## config.mk

```make
export PLATFORM = sky130hd
export DESIGN_NAME = rev_serial_adder
export DESIGN_NICKNAME = d
export VERILOG_FILES = /design/src/rtl/rev_pkg.sv /design/src/rtl/hng_gate.sv /design/src/rtl/rev_rca_slice.sv /design/src/rtl/rev_serial_adder.sv
export SDC_FILE = /design/constraint.sdc
export NUM_CORES = 1
export LEC_CHECK = 0
export ABC_AREA = 0
export CAP_MARGIN = 20
export CORE_MARGIN = 10
export CORE_UTILIZATION = 30
export CTS_CLUSTER_SIZE = 14
export DETAILED_ROUTE_END_ITERATION = 8
export PLACE_DENSITY_LB_ADDON = 0.15
export SETUP_SLACK_MARGIN = 0.3
export SLEW_MARGIN = 20
export SYNTH_ARGS = -nofsm -noshare
export SYNTH_HDL_FRONTEND = slang
export SYNTH_SLANG_ARGS = --single-unit
```

## constraint.sdc

```tcl
create_clock -name clk -period 6.3 [get_ports clk]
set_input_delay 1.26 -clock clk [delete_from_list [all_inputs] [get_ports clk]]
set_output_delay 1.26 -clock clk [all_outputs]
set_load 0.05 [all_outputs]
```

## src/rtl/rev_pkg.sv

```systemverilog
`default_nettype none
// +----------------------------------------------------------------------+
// | rev_pkg : shared types and sizing helpers for rev_serial_adder       |
// | Rev 1.0                                                              |
// +----------------------------------------------------------------------+
package rev_pkg;

  typedef enum logic [1:0] {
    IDLE = 2'd0,
    BUSY = 2'd1,
    DONE = 2'd2
  } state_t;

  localparam int unsigned C_W = 16;
  localparam int unsigned C_D = 4;
  localparam int unsigned C_N = C_W / C_D;

  // A single-digit configuration still needs a 1-bit counter.
  function automatic int unsigned cnt_width(input int unsigned n);
    return (n > 1) ? $clog2(n) : 1;
  endfunction

  localparam int unsigned C_CNT_W = cnt_width(C_N);

endpackage
`default_nettype wire

```

## src/rtl/hng_gate.sv

```systemverilog
`default_nettype none
// +----------------------------------------------------------------------+
// | hng_gate : 4x4 reversible HNG gate; with d=0, r is sum and s carry   |
// | Rev 1.0                                                              |
// +----------------------------------------------------------------------+
module hng_gate (
  input  logic a,
  input  logic b,
  input  logic c,
  input  logic d,
  output logic p,
  output logic q,
  output logic r,
  output logic s
);

  assign p = a;
  assign q = b;
  assign r = a ^ b ^ c;
  assign s = ((a ^ b) & c) ^ (a & b) ^ d;

endmodule
`default_nettype wire

```

## src/rtl/rev_rca_slice.sv

```systemverilog
`default_nettype none
// +----------------------------------------------------------------------+
// | rev_rca_slice : D-bit combinational ripple chain of HNG gates        |
// | Rev 1.0                                                              |
// +----------------------------------------------------------------------+
module rev_rca_slice #(
  parameter int unsigned D = 4
) (
  input  logic [D-1:0] a,
  input  logic [D-1:0] b,
  input  logic         cin,
  output logic [D-1:0] sum,
  output logic         cout
);

  logic [D:0]   w_c;
  logic [D-1:0] w_unused_p;
  logic [D-1:0] w_unused_q;

  assign w_c[0] = cin;

  for (genvar i = 0; i < D; i++) begin : g_bit
    hng_gate u_hng (
      .a (a[i]),
      .b (b[i]),
      .c (w_c[i]),
      .d (1'b0),
      .p (w_unused_p[i]),
      .q (w_unused_q[i]),
      .r (sum[i]),
      .s (w_c[i+1])
    );
  end

  assign cout = w_c[D];

endmodule
`default_nettype wire

```

## src/rtl/rev_serial_adder.sv

```systemverilog
`default_nettype none
// +----------------------------------------------------------------------+
// | rev_serial_adder : digit-serial reversible adder with accumulator    |
// | Rev 1.0                                                              |
// +----------------------------------------------------------------------+
module rev_serial_adder
  import rev_pkg::*;
#(
  parameter int unsigned W = C_W,
  parameter int unsigned D = C_D
) (
  input  logic         clk,
  input  logic         rst_n,
  input  logic         in_valid,
  output logic         in_ready,
  input  logic [W-1:0] a,
  input  logic [W-1:0] b,
  input  logic         cin,
  input  logic         acc_mode,
  input  logic         acc_clr,
  output logic         out_valid,
  input  logic         out_ready,
  output logic [W-1:0] sum,
  output logic         cout,
  output logic         acc_ovf
);

  localparam int unsigned N     = W / D;
  localparam int unsigned CNT_W = cnt_width(N);
  localparam logic [CNT_W-1:0] C_LAST = CNT_W'(N - 1);

  if ((W % D) != 0 || D > W) begin : g_bad_digit_width
    $error("rev_serial_adder: W must be a multiple of D and D <= W");
  end

  state_t                r_state;
  state_t                w_state_next;
  logic [N-1:0][D-1:0]   r_a;
  logic [N-1:0][D-1:0]   r_b;
  logic [N-1:0][D-1:0]   r_sum;
  logic [N-1:0][D-1:0]   w_sum_next;
  logic [CNT_W-1:0]      r_cnt;
  logic                  r_carry;
  logic                  r_cout;
  logic                  r_acc_op;
  logic                  r_acc_ovf;
  logic [W-1:0]          r_acc;
  logic                  w_accept;
  logic                  w_last;
  logic [D-1:0]          w_dsum;
  logic                  w_dcout;

  assign w_accept = in_valid && (r_state == IDLE);
  assign w_last   = (r_state == BUSY) && (r_cnt == C_LAST);

  rev_rca_slice #(.D(D)) u_slice (
    .a    (r_a[r_cnt]),
    .b    (r_b[r_cnt]),
    .cin  (r_carry),
    .sum  (w_dsum),
    .cout (w_dcout)
  );

  // Full sum including the digit being written this cycle, for acc write-back.
  always_comb begin
    w_sum_next        = r_sum;
    w_sum_next[r_cnt] = w_dsum;
  end

  always_ff @(posedge clk or negedge rst_n) begin
    if (!rst_n) begin
      r_state <= IDLE;
    end else begin
      r_state <= w_state_next;
    end
  end

  always_comb begin
    w_state_next = r_state;
    case (r_state)
      IDLE:    if (in_valid)  w_state_next = BUSY;
      BUSY:    if (r_cnt == C_LAST) w_state_next = DONE;
      DONE:    if (out_ready) w_state_next = IDLE;
      default: w_state_next = IDLE;
    endcase
  end

  always_comb begin
    in_ready  = (r_state == IDLE);
    out_valid = (r_state == DONE);
  end

  always_ff @(posedge clk or negedge rst_n) begin
    if (!rst_n) begin
      r_a       <= '0;
      r_b       <= '0;
      r_sum     <= '0;
      r_cnt     <= '0;
      r_carry   <= 1'b0;
      r_cout    <= 1'b0;
      r_acc_op  <= 1'b0;
      r_acc     <= '0;
      r_acc_ovf <= 1'b0;
    end else begin
      if ((r_state == IDLE) && acc_clr) begin
        r_acc     <= '0;
        r_acc_ovf <= 1'b0;
      end
      if (w_accept) begin
        r_a      <= a;
        // A coincident clear takes effect first, so the op sees B = 0.
        r_b      <= acc_mode ? (acc_clr ? '0 : r_acc) : b;
        r_carry  <= cin;
        r_cnt    <= '0;
        r_acc_op <= acc_mode;
      end
      if (r_state == BUSY) begin
        r_sum   <= w_sum_next;
        r_carry <= w_dcout;
        r_cnt   <= w_last ? '0 : r_cnt + CNT_W'(1);
        if (w_last) begin
          r_cout <= w_dcout;
          if (r_acc_op) begin
            r_acc     <= w_sum_next;
            r_acc_ovf <= r_acc_ovf | w_dcout;
          end
        end
      end
    end
  end

  assign sum     = r_sum;
  assign cout    = r_cout;
  assign acc_ovf = r_acc_ovf;

endmodule
`default_nettype wire

```

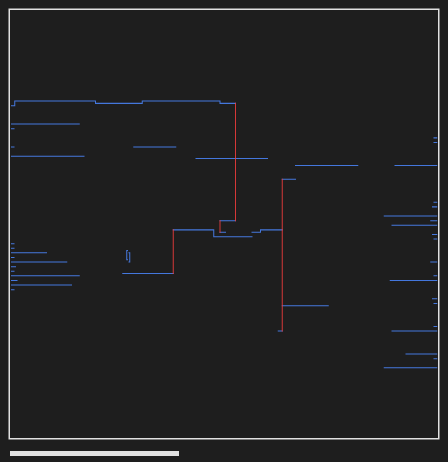
layers.png
Bar = 50 um. Two of the layers only.
- blue: M3 (wire length 422 um)
- red: M4 (wire length 95.9 um)
wire length reported by the detailed router: 8770 um
total routing resource utilization after global routing: 0.1120
routed via count: 2268
Wirelength per Cell: 18.86 um

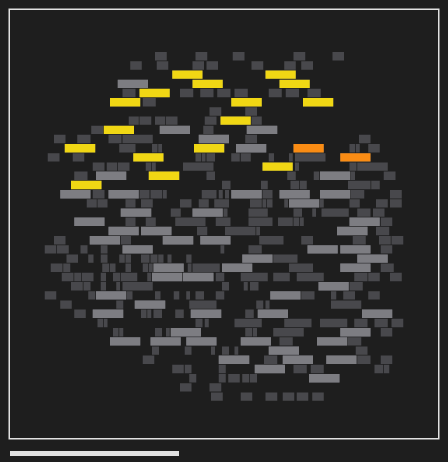
ff_map.png
Bar = 50 um. Other sequential cells in the stronger grey, the rest of the logic in the fainter grey.
- yellow: `sum` (sequential cells 16)
- orange: `r_state` (sequential cells 2)
core utilization of the finished layout: 0.3955
share of cell area taken by flip-flops and latches: 0.4147
sequential cell power: 0.877 mW
Sequential cell area: 1802 um2

==> run notes <==
flow finished, numbers: Hold Crit Class flip-flop to flip-flop, netlist area before placement 3406 um2, antenna violations before repair 0, net count reported at finish ~370, pin count of the biggest net entering global routing 73, transition at the pin with the smallest max-transition slack 0.9364 ns, pre-CTS setup slack 2.628 ns, Die Outline Area 16010 um2, length of the first detailed-routing pass in iterations 4, Std-Cell Core Area 10980 um2, post-placement cell area 4060 um2, number of placed I/O pins 59, maximum number of buffers from clock root to sink 2, Post-Syn Nets roughly 320, Num CTS Buffers 9, final critical delay including setup and external delays 3.609 ns, number of cells in the design after placement 450, Reg power frac 0.310, Std-Cell Rows 38, number of unique standard cell types used by synthesis 32, status completed, Filler Cells Inserted 1089, worst-case vdd ir drop 285.4 uV, Final Max Slew Viols 0, YS warnings 0, crit path max fanout 13, most frequent logic cell in the layout dfrtp_1, Late-Pin Clk Latency 0.33 ns, critical setup path kind flip-flop to flip-flop, part of the Yosys area used for sequential elements 0.5290, flip-flop and latch count after synthesis 72, Pwr Total roughly 2.8 mW, vertical die dimension 126.6 um, DRC Markers 0, number of cells in the yosys synthesis report 268, remaining antenna violation count 0, final count of hold timing violations 0, layout cell share with drive strength beyond 1 0.1569, static leakage power 1.784 nW, overflow left after global routing 0, relative contribution of combinational cells to total power 0.520, fraction of power spent switching nets 0.4340, number of cell instances on the worst register-to-register path 9, Final period util 0.5729, nature of the critical path startpoint flip-flop, P per Cell Area approximately 650 nW/um2, placed wire-length estimate after detailed placement 6032 um, Worst Hold Slack around 0.49 ns, number of buffers inserted to repair setup after CTS 0, Avg Synthesized Cell Area 12.71 um2, Highest Clock Rate 277.1 MHz, CTS tree yes, P&R area growth vs syn 27.55%, slack of the worst reg-to-reg path about 2.7 ns, Clk network pwr share 0.170, warning total across the stage logs 29, yosys synthesis chip area 3406 um2, Critical Path RT 6.54 ns, detailed-route vias per instance around 4.9, first-pass GRT wire length 14110 um, clock transition at the registers of the reported paths about 0.05 ns, Setup TNS Final 0 ns, Internal 1.601 mW, count of instances resized after the clock tree is built 0, Max-Cap Viols 0, DRC violation total after the first TritonRoute iteration 127, Antenna Cells 0, synthesized instance count 268, net switching power 1.227 mW
Yosys cell counts:
cell type | count | area, um2
a21o_1 | 1 | 7.510
a21oi_1 | 16 | 80.08
a21oi_4 | 1 | 16.27
a221o_1 | 1 | 10.01
a22o_1 | 4 | 35.03
a31oi_1 | 8 | 50.05
and4b_1 | 1 | 10.01
buf_1 | 1 | 3.750
buf_2 | 2 | 10.01
buf_4 | 5 | 37.54
buf_6 | 3 | 33.78
clkbuf_1 | 7 | 26.28
dfrtp_1 | 72 | 1802
fa_1 | 4 | 80.08
ha_1 | 4 | 50.05
inv_1 | 7 | 26.28
mux2_1 | 5 | 56.30
mux2_2 | 24 | 270.3
mux2i_1 | 12 | 120.1
mux4_2 | 8 | 180.2
nand2_1 | 7 | 26.28
nand2b_1 | 10 | 62.56
nand3_1 | 1 | 5.000
nand3b_1 | 12 | 90.09
nor2_1 | 19 | 71.32
nor2b_1 | 10 | 62.56
nor3_1 | 1 | 5.000
nor3b_4 | 1 | 18.77
o21ai_0 | 6 | 30.03
o21bai_1 | 1 | 7.510
o2bb2ai_1 | 13 | 113.9
o31ai_1 | 1 | 7.510
final timing paths:
check | from | end
setup / recovery | r_cnt[0] | r_acc[3]
hold / removal | cout | cout
setup reg to reg | r_cnt[0] | r_acc[3]
hold reg to reg | cout | cout
max in group asynchronous | rst_n | sum[2]
min in group asynchronous | rst_n | r_a[6]
cell families (layout without fill, tap and decap cells):
family | Yosys count | count (layout) | synth area share
compound gates | 52 | 52 | 0.1051
fa+ha+maj | 8 | 8 | 0.03821
buf+inv | 25 | 82 | 0.04041
flops | 72 | 72 | 0.5290
mux | 49 | 49 | 0.1841
simple gates | 62 | 62 | 0.1032
final cells by class:
class	count	share of cell area
clock inverters	2	0.003168
flip-flops and latches	72	0.4147
clock buffers	13	0.06221
repair buffers	60	0.1359
multi-input cells	171	0.3376
well taps	140	0.04032
inverters	7	0.006048
critical path: stages, from the launching register on:
cell,delay [ns]
dfrtp_1,0.77
mux4_2,0.60
fa_1,0.41
fa_1,0.39
fa_1,0.36
inv_1,0.07
fa_1,0.50
inv_1,0.16
mux2i_1,0.09
o2bb2ai_1,0.15
state kept, by name, summed over array words and instances, names as in the netlist:
| name | cells |
|---|---|
| r_a | 16 |
| r_acc | 16 |
| r_b | 16 |
| sum | 16 |
| r_cnt | 2 |
| r_state | 2 |
| acc_ovf | 1 |
| cout | 1 |
| r_acc_op | 1 |
| r_carry | 1 |
power groups by stage:
| stage | logic, mW | clock network [mW] | registers, mW |
|---|---|---|---|
| finish | 1.47 | 0.481 | 0.877 |
| global route | 1.59 | 0.519 | 0.913 |
| CTS | 1.51 | 0.499 | 0.884 |
| detailed placement | 1.51 | 0 | 0.889 |
| global placement | 1.49 | 0 | 0.890 |
| floorplan | 0.891 | 0 | 0.989 |
metal layers:
layer,routed length [um],GRT usage,vias to the layer above
met5,0,0,-
met4,95,0.03215,0
met3,422,0.04290,10
met2,4007,0.1689,53
met1,4244,0.1458,1138
li1,-,-,1067
Power figures rest on the tool's default switching activity, not on a simulated workload.
